===== config.mk =====
export PLATFORM = sky130hd
export DESIGN_NAME = ofmap_stream_writer_flat
export DESIGN_NICKNAME = d
export VERILOG_FILES = /design/src/rtl/ofmap_stream_writer_if.sv /design/src/rtl/ofmap_stream_writer.sv /design/src/flat_wrapper.sv
export SDC_FILE = /design/constraint.sdc
export NUM_CORES = 1
export LEC_CHECK = 0
export CAP_MARGIN = 20
export CORE_MARGIN = 2
export CORE_UTILIZATION = 35
export CTS_BUF_LIST = sky130_fd_sc_hd__clkbuf_4
export CTS_CLUSTER_SIZE = 8
export DETAILED_ROUTE_END_ITERATION = 16
export PLACE_DENSITY = 0.55
export REMOVE_ABC_BUFFERS = 1
export SYNTH_ARGS = -nofsm -noshare
export SYNTH_HDL_FRONTEND = slang
export SYNTH_SLANG_ARGS = --single-unit
export TNS_END_PERCENT = 50

===== constraint.sdc =====
create_clock -name clk -period 4.2 [get_ports clk]
set_input_delay 0.84 -clock clk [delete_from_list [all_inputs] [get_ports clk]]
set_output_delay 0.84 -clock clk [all_outputs]
set_load 0.01 [all_outputs]

===== src/rtl/ofmap_stream_writer_if.sv =====
// Handshake bundle between the accelerator output path, the ofmap writer and the dump sink.
// master drives the source word and sink ready; slave is the writer itself.
interface ofmap_stream_writer_if #(
  parameter int DATA_WIDTH  = 16,
  parameter int COUNT_WIDTH = 20
);
  logic                   in_valid;
  logic [DATA_WIDTH-1:0]  in_data;
  logic                   in_ready;
  logic                   out_valid;
  logic [DATA_WIDTH-1:0]  out_data;
  logic [COUNT_WIDTH-1:0] out_index;
  logic                   out_ready;

  modport master (
    output in_valid, in_data, out_ready,
    input  in_ready, out_valid, out_data, out_index
  );

  modport slave (
    input  in_valid, in_data, out_ready,
    output in_ready, out_valid, out_data, out_index
  );
endinterface


===== src/rtl/ofmap_stream_writer.sv =====
// Buffers accelerator ofmap words in a small FIFO and emits them to the dump sink in line
// order with a 1-based line index, tracking frame completion and surplus input words.
module ofmap_stream_writer #(
  parameter int DATA_WIDTH  = 16,
  parameter int FIFO_DEPTH  = 8,
  parameter int COUNT_WIDTH = 20
) (
  input  logic                   clk,
  input  logic                   reset,
  input  logic                   i_start,
  input  logic [COUNT_WIDTH-1:0] i_numWords,
  ofmap_stream_writer_if.slave   io_stream,
  output logic                   o_busy,
  output logic                   o_done,
  output logic                   o_extraErr
);

  localparam int AW = $clog2(FIFO_DEPTH);
  localparam logic [COUNT_WIDTH-1:0] ONE = COUNT_WIDTH'(1);
  localparam logic [AW:0] PTR_ONE = (AW+1)'(1);

  typedef enum logic [1:0] {IDLE, STREAM, DRAIN, DONE} state_t;

  state_t                 r_state;
  state_t                 w_nextState;
  logic [DATA_WIDTH-1:0]  r_mem [FIFO_DEPTH];
  logic [AW:0]            r_wrPtr;
  logic [AW:0]            r_rdPtr;
  logic [COUNT_WIDTH-1:0] r_numWords;
  logic [COUNT_WIDTH-1:0] r_accepted;
  logic [COUNT_WIDTH-1:0] r_emitted;
  logic                   r_extraErr;

  logic w_empty;
  logic w_full;
  logic w_active;
  logic w_allAccepted;
  logic w_inReady;
  logic w_outValid;
  logic w_push;
  logic w_pop;
  logic w_launch;

  // Pointers carry one extra wrap bit so full and empty are distinguishable
  assign w_empty       = (r_wrPtr == r_rdPtr);
  assign w_full        = (r_wrPtr[AW] != r_rdPtr[AW]) && (r_wrPtr[AW-1:0] == r_rdPtr[AW-1:0]);
  assign w_active      = (r_state == STREAM) || (r_state == DRAIN);
  assign w_allAccepted = (r_accepted == r_numWords);
  assign w_inReady     = (r_state == STREAM) && !w_full && !w_allAccepted;
  assign w_outValid    = w_active && !w_empty;
  assign w_push        = io_stream.in_valid && w_inReady;
  assign w_pop         = w_outValid && io_stream.out_ready;
  assign w_launch      = i_start && ((r_state == IDLE) || (r_state == DONE));

  assign io_stream.in_ready  = w_inReady;
  assign io_stream.out_valid = w_outValid;
  assign io_stream.out_data  = w_outValid ? r_mem[r_rdPtr[AW-1:0]] : '0;
  assign io_stream.out_index = r_emitted + ONE;
  assign o_busy              = w_active;
  assign o_done              = (r_state == DONE);
  assign o_extraErr          = r_extraErr;

  always_ff @(posedge clk) begin
    if (reset) begin
      r_state <= IDLE;
    end else begin
      r_state <= w_nextState;
    end
  end

  always_comb begin
    w_nextState = r_state;
    case (r_state)
      IDLE, DONE: begin
        if (w_launch) begin
          w_nextState = (i_numWords == '0) ? DONE : STREAM;
        end
      end
      STREAM: begin
        if (w_push && ((r_accepted + ONE) == r_numWords)) begin
          w_nextState = DRAIN;
        end
      end
      DRAIN: begin
        if (w_pop && ((r_emitted + ONE) == r_numWords)) begin
          w_nextState = DONE;
        end
      end
      default: w_nextState = IDLE;
    endcase
  end

  // A new frame flushes the FIFO and counters; surplus words are only flagged, never stored
  always_ff @(posedge clk) begin
    if (reset) begin
      r_wrPtr    <= '0;
      r_rdPtr    <= '0;
      r_numWords <= '0;
      r_accepted <= '0;
      r_emitted  <= '0;
      r_extraErr <= 1'b0;
    end else if (w_launch) begin
      r_wrPtr    <= '0;
      r_rdPtr    <= '0;
      r_numWords <= i_numWords;
      r_accepted <= '0;
      r_emitted  <= '0;
      r_extraErr <= 1'b0;
    end else begin
      if (w_push) begin
        r_wrPtr    <= r_wrPtr + PTR_ONE;
        r_accepted <= r_accepted + ONE;
      end
      if (w_pop) begin
        r_rdPtr   <= r_rdPtr + PTR_ONE;
        r_emitted <= r_emitted + ONE;
      end
      if (w_active && io_stream.in_valid && w_allAccepted) begin
        r_extraErr <= 1'b1;
      end
    end
  end

  always_ff @(posedge clk) begin
    if (w_push) begin
      r_mem[r_wrPtr[AW-1:0]] <= io_stream.in_data;
    end
  end

endmodule


===== src/flat_wrapper.sv =====
// flat-port wrapper written by rule: the top's interface ports become plain ports
module ofmap_stream_writer_flat 
#(
  parameter int DATA_WIDTH  = 16,
  parameter int FIFO_DEPTH  = 8,
  parameter int COUNT_WIDTH = 20
)
  (clk, reset, i_start, i_numWords, o_busy, o_done, o_extraErr, io_stream_in_valid, io_stream_in_data, io_stream_out_ready, io_stream_in_ready, io_stream_out_valid, io_stream_out_data, io_stream_out_index);
  ofmap_stream_writer_if #(.DATA_WIDTH(DATA_WIDTH), .COUNT_WIDTH(COUNT_WIDTH)) io_stream_i ();
  input  logic clk;
  input  logic reset;
  input  logic i_start;
  input  logic [COUNT_WIDTH-1:0] i_numWords;
  output logic o_busy;
  output logic o_done;
  output logic o_extraErr;
  input wire logic [$bits(io_stream_i.in_valid)-1:0] io_stream_in_valid;
  input wire logic [$bits(io_stream_i.in_data)-1:0] io_stream_in_data;
  input wire logic [$bits(io_stream_i.out_ready)-1:0] io_stream_out_ready;
  output wire logic [$bits(io_stream_i.in_ready)-1:0] io_stream_in_ready;
  output wire logic [$bits(io_stream_i.out_valid)-1:0] io_stream_out_valid;
  output wire logic [$bits(io_stream_i.out_data)-1:0] io_stream_out_data;
  output wire logic [$bits(io_stream_i.out_index)-1:0] io_stream_out_index;
  assign io_stream_i.in_valid = io_stream_in_valid;
  assign io_stream_i.in_data = io_stream_in_data;
  assign io_stream_i.out_ready = io_stream_out_ready;
  assign io_stream_in_ready = io_stream_i.in_ready;
  assign io_stream_out_valid = io_stream_i.out_valid;
  assign io_stream_out_data = io_stream_i.out_data;
  assign io_stream_out_index = io_stream_i.out_index;
  ofmap_stream_writer #(.DATA_WIDTH(DATA_WIDTH), .FIFO_DEPTH(FIFO_DEPTH), .COUNT_WIDTH(COUNT_WIDTH)) u_core (.clk(clk), .reset(reset), .i_start(i_start), .i_numWords(i_numWords), .io_stream(io_stream_i), .o_busy(o_busy), .o_done(o_done), .o_extraErr(o_extraErr));
endmodule

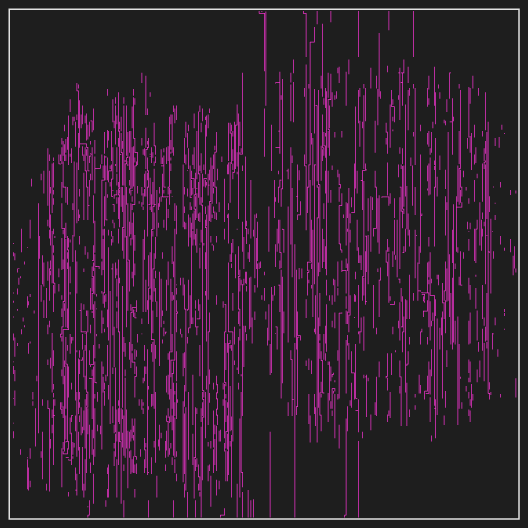
*M2 wires, run 1*
Scale: 3 px per um.
longest straight run = 90.4 um
nets with wire on the layer = 788
wire length on this layer = 11,200 um
main direction = vertical
share of all routed wire = 48%

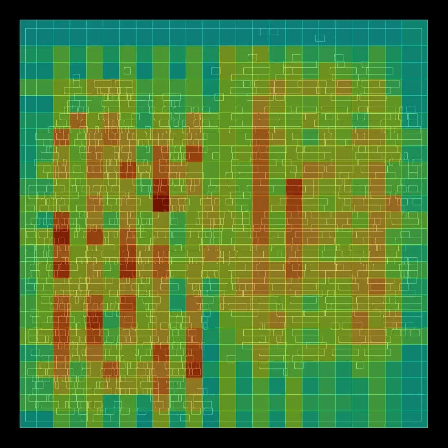
*Congestion heat map, run 1*
routing usage on met3: 3.382%
GR Util met1: 20.98%
Final Core Density: 42.63%
wire per inst: 17.99 um
GRT Total Usage: 16.31%

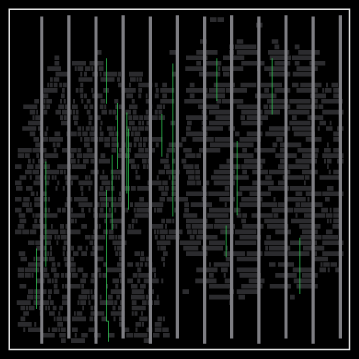
*M4 wires, run 1*
Scale: 2 px per um. Supply wires on this layer in gray.
main direction = vertical
nets with wire on the layer = 10
share of all routed wire = 2.4%

==> results.txt, run 1 <==
run metrics: ANT cells=1, Gate power share=17.3%, FF+latch count=202, Peak Freq=approximately 250 MHz, status=completed, Non-clk invs=14, Buffers excl. clock=approximately 100, number of tapcells=341, Largest type area fraction=~40%, clock buffers=76, CTS Buffer Depth=3, yosys cell count=809, DR iter-0 viols=around 350, final instance area=11,460 sq um, Nets=about 960, Slew Viols, Final=0, crit path max fanout=11, # DRC=0, combinational power=0.827 mW, commonest cells in the netlist=128 x edfxtp_1, 77 x nand2_1, 74 x dfxtp_1, PnR worst setup slack=around 240 ps, global-route wire length before repair=between 30,000 and 40,000 um, P&R area growth vs syn=19.64%, Avg Cell Area, Syn=11.84 sq um, number of enable flip-flop cells=128, Clk network pwr share=34.3%, post-synth cell types=62, Sw Share=roughly 29%, Data buffer area share=8.541%, comb_multi_in=536, Worst Tran Pin Value=956.2 ps, fill cell count=2,621, ys flop type=edfxtp_1
-- run 1: timing repair --
item	CTS	global route
setup endpoints to repair	1	1
endpoints found under the hold margin	0	0
cloned	0	0
gates resized	1	1
-- run 1: flip-flops by register name, summed over array words and instances, names as in the netlist, named ones only --
name and flops:
u_core.r_accepted 20, u_core.r_rdPtr 4, u_core.r_wrPtr 4, u_core.r_numWords 20
u_core.o_extraErr 1, u_core.r_mem 128, u_core.r_emitted 20, u_core.r_state 2
-- run 1: routing by layer --
| metal | share of wire (%) | up-vias |
|---|---|---|
| li1 | - | 3193 |
| met1 | 45 | 3161 |
| met2 | 48 | 158 |
| met3 | 4.6 | 37 |
| met4 | 2.4 | 0 |
| met5 | 0 | - |
-- run 1: cell families (layout without fill, tap and decap cells) --
group / after synthesis / in the layout
buf+inv: 71 / 204
compound gates: 85 / 85
simple gates: 287 / 287
fa+ha+maj: 8 / 8
mux: 52 / 52
xor+xnor: 104 / 104
flops: 202 / 202
other cells: 0 / 1
-- run 1: final timing paths --
check / startpoint / end / slack (ps) / cells past startpoint
hold reg to reg: u_core.r_numWords[4]$_SDFFE_PP0P_ / u_core.r_numWords[4]$_SDFFE_PP0P_ / 530 / 2
setup reg to reg: u_core.r_emitted[2]$_SDFFE_PP0P_ / u_core.r_state[0]$_SDFFE_PP0P_ / 860 / 8
hold / removal: u_core.r_numWords[4]$_SDFFE_PP0P_ / u_core.r_numWords[4]$_SDFFE_PP0P_ / 530 / 2
setup / recovery: u_core.r_emitted[0]$_SDFFE_PP0P_ / io_stream_out_index[18] / 240 / 6
-- run 1: critical path: stages (launching register included) --
cell,delay [ps]
dfxtp_1,480
ha_1,350
nand3_4,200
or4b_1,610
xor2_1,250
inv_1,70
clkdlybuf4s50_1,480
## Run 2: what changed since run 1
- PLACE_DENSITY: 0.55 -> 0.58
==> results.txt, run 2 <==
run metrics: Met3 Wirelength=1078 um, P&R area growth vs syn=19.81%, Buffers excl. clock=97, PnR worst setup slack=247.5 ps, fill cell count=2,546, critical path depth=6, CP cell instances=ha_2 -> nand3_2 -> or4b_1 -> xor2_1 -> inv_1 -> clkdlybuf4s50_1, ys flop type=edfxtp_1, GRT Total Usage=between 10% and 20%, proportion of layout cells with a drive suffix above 1=between 10% and 20%, commonest cells in the netlist=128 x edfxtp_1, 77 x nand2_1, 74 x dfxtp_1, clock buffers=82, post-synth cell types=62, crit path max fanout=11, crit path launch=u_core.r_emitted[1]$_SDFFE_PP0P_, global-route wire length before repair=between 30,000 and 40,000 um, Sw Share=28.84%, final instance area=about 11,000 sq um, slowest CP cell=or4b_1, number of enable flip-flop cells=128, Avg Cell Area, Syn=11.84 sq um, Metal-1 WL=9948 um, CP bufs+invs=2, critical path's largest stage delay=about 630 ps, comb_multi_in=536, max FFs per register=128, Slew Viols, Final=0, Worst R2R Path Depth=8, Data buffer area share=~8.3%, Worst path top cell family by delay=simple AND/OR/NAND/NOR gates, ANT cells=2, CTS Buffer Depth=3, Non-clk invs=14, Clk network pwr share=about a third, FF+latch count=202, met2 wire len=roughly 11,000 um, Reg2Reg Setup Slack=950 ps, Peak Freq=~250 MHz, Nets=~950, reg-to-reg startpoint=u_core.r_emitted[2]$_SDFFE_PP0P_, status=completed, DR iter-0 viols=380
[run 2: cell counts after synthesis]
No cell type changed its count.
[run 2: power groups by stage]
stage	Sequential (mW)	Combinational (mW)	Clock, mW
global route	2.33	0.903	1.87
global placement	2.37	0.823	0
finish	2.33	0.820	1.71
floorplan	2.32	0.511	0
CTS	2.33	0.829	1.78
detailed placement	2.37	0.825	0
[run 2: what timing repair did]
action / 4_1_cts / 5_1_grt
setup endpoints to repair: 1 / 1
hold endpoints to repair: 0 / 0
resized: 1 / 2
buffers inserted: 0 / 0
[run 2: cell families (layout without fill, tap and decap cells)]
group           after synthesis  count (layout)  synth area share, %
buf+inv                      71             206                2.927
simple gates                287             287                15.31
xor+xnor                    104             104                9.957
mux                          52              52                9.630
flops                       202             202                55.61
other cells                   0               2                    0
fa+ha+maj                     8               8                1.045
compound gates               85              85                5.514
[run 2: how the worst min path moves through the flow]
| stage | startpoint | to | cells after the start |
|---|---|---|---|
| 2_1_floorplan | u_core.r_numWords[3]$_SDFFE_PP0P_ | u_core.r_numWords[3]$_SDFFE_PP0P_ | 2 |
| 3_3_place_gp | u_core.o_extraErr$_SDFFE_PP0P_ | u_core.o_extraErr$_SDFFE_PP0P_ | 2 |
| 3_5_place_dp | u_core.o_extraErr$_SDFFE_PP0P_ | u_core.o_extraErr$_SDFFE_PP0P_ | 2 |
| 4_1_cts | u_core.r_numWords[10]$_SDFFE_PP0P_ | u_core.r_numWords[10]$_SDFFE_PP0P_ | 2 |
| 5_1_grt | u_core.r_state[1]$_SDFFE_PP0P_ | u_core.r_state[1]$_SDFFE_PP0P_ | 1 |
| 6_report | u_core.o_extraErr$_SDFFE_PP0P_ | u_core.o_extraErr$_SDFFE_PP0P_ | 2 |
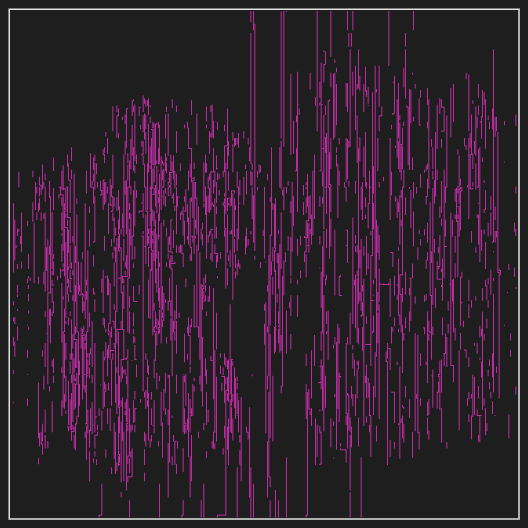
*M2 wires, run 2*
Scale: 3 px per um.
wire length on this layer = 10,900 um
main direction = vertical

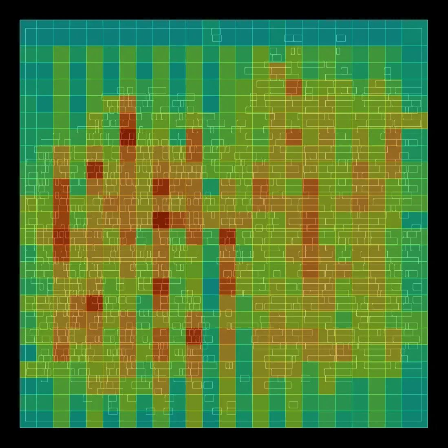
*Congestion heat map, run 2*
routing usage on met3: 3.265%
Final Core Density: 42.69%
wire per inst: 17.51 um
GR Util met1: 19.65%
M2 GR Usage: 27.38%

## Run 3: what changed since run 2
- CELL_PAD_IN_SITES_DETAIL_PLACEMENT: unset -> 1
- CELL_PAD_IN_SITES_GLOBAL_PLACEMENT: unset -> 1
- CORE_ASPECT_RATIO: unset -> 1.2
- PLACE_DENSITY: 0.58 -> 0.67
==> results.txt, run 3 <==
run metrics: Buffers excl. clock=between 90 and 100, global-route wire length before repair=38,990 um, Metal-1 WL=slightly below 10,000 um, CTS Buffer Depth=3, P&R area growth vs syn=20.19%, post-synth cell types=62, clock buffers=roughly 83, Reg2Reg Setup Slack=870 ps, post_cts resized=1, max FFs per register=approximately 130, FF+latch count=about 200, fill cell count=approximately 2.9k, highest routed layer=met4, post-CTS setup buffer count=0, Met3 Wirelength=1209 um, Worst R2R Path Depth=8, combinational power=roughly 0.84 mW, Avg Cell Area, Syn=11.84 sq um, Data buffer area share=8.437%, Nets=955, Gate power share=roughly 17%, number of tapcells=340, critical path's largest stage delay=about 600 ps, clk pwr=1.73 mW, GRT Total Usage=17.45%, Sw Share=between 20 and 30%, Top pwr grp=sequential cells, Worst path top cell family by delay=simple AND/OR/NAND/NOR gates, ys flop type=edfxtp_1, critical path depth=6, FF-to-FF End=u_core.r_state[0]$_SDFFE_PP0P_, status=completed, Peak Freq=254.1 MHz
run 3: cell counts after synthesis:
No cell type changed its count.
run 3: how the worst min path moves through the flow:
| stage | slack [ps] | from | cells past startpoint | end |
|---|---|---|---|---|
| final | 540 | u_core.o_extraErr$_SDFFE_PP0P_ | 2 | u_core.o_extraErr$_SDFFE_PP0P_ |
| after global routing | 570 | u_core.r_numWords[17]$_SDFFE_PP0P_ | 2 | u_core.r_numWords[17]$_SDFFE_PP0P_ |
| after CTS | 540 | u_core.r_numWords[17]$_SDFFE_PP0P_ | 2 | u_core.r_numWords[17]$_SDFFE_PP0P_ |
| after detailed placement | 520 | u_core.o_extraErr$_SDFFE_PP0P_ | 2 | u_core.o_extraErr$_SDFFE_PP0P_ |
| after global placement | 500 | u_core.o_extraErr$_SDFFE_PP0P_ | 2 | u_core.o_extraErr$_SDFFE_PP0P_ |
| after floorplan | 460 | u_core.r_numWords[3]$_SDFFE_PP0P_ | 2 | u_core.r_numWords[3]$_SDFFE_PP0P_ |
run 3: metrics by stage:
stage | cell area, sq um | setup slack [ps] | std cells | power (mW) | utilization, %
2_1_floorplan | 9348 | 648.3 | 752 | 2.831 | -
5_1_grt | 11510 | 22.08 | 1293 | 5.175 | 42.62
3_5_place_dp | 10790 | 764.4 | 1191 | 3.221 | 39.95
4_1_cts | 11500 | 114.3 | 1291 | 4.983 | 42.57
3_3_place_gp | 10790 | 783.6 | 1191 | 3.207 | 39.95
6_report | 11510 | 264.0 | 1293 | 4.890 | 42.62
run 3: kinds of logic after synthesis:
| group | after synthesis | share of synthesized area, % |
|---|---|---|
| simple gates | 287 | 15.31 |
| compound gates | 85 | 5.514 |
| buf+inv | 71 | 2.927 |
| xor+xnor | 104 | 9.957 |
| fa+ha+maj | 8 | 1.045 |
| flops | 202 | 55.61 |
| mux | 52 | 9.630 |
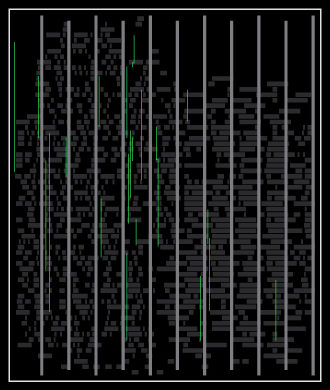
*M4 wires, run 3*
Scale: 2 px per um. Supply wires on this layer in gray.
main direction = vertical
wire length on this layer = 738 um
longest straight run = 89.1 um
nets with wire on the layer = 13
share of all routed wire = 3.0%

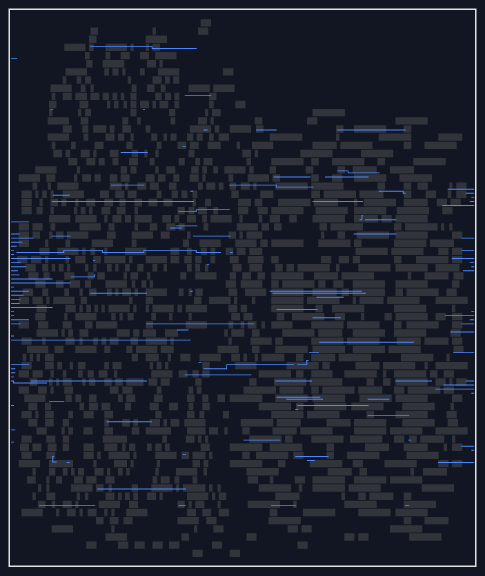
*M3 wires, run 3*
Scale: 3 px per um.
share of all routed wire = 5.0%
longest straight run = 59.6 um
main direction = horizontal
nets with wire on the layer = 82
wire length on this layer = 1,210 um

Power is estimated from default activity; no workload was simulated.
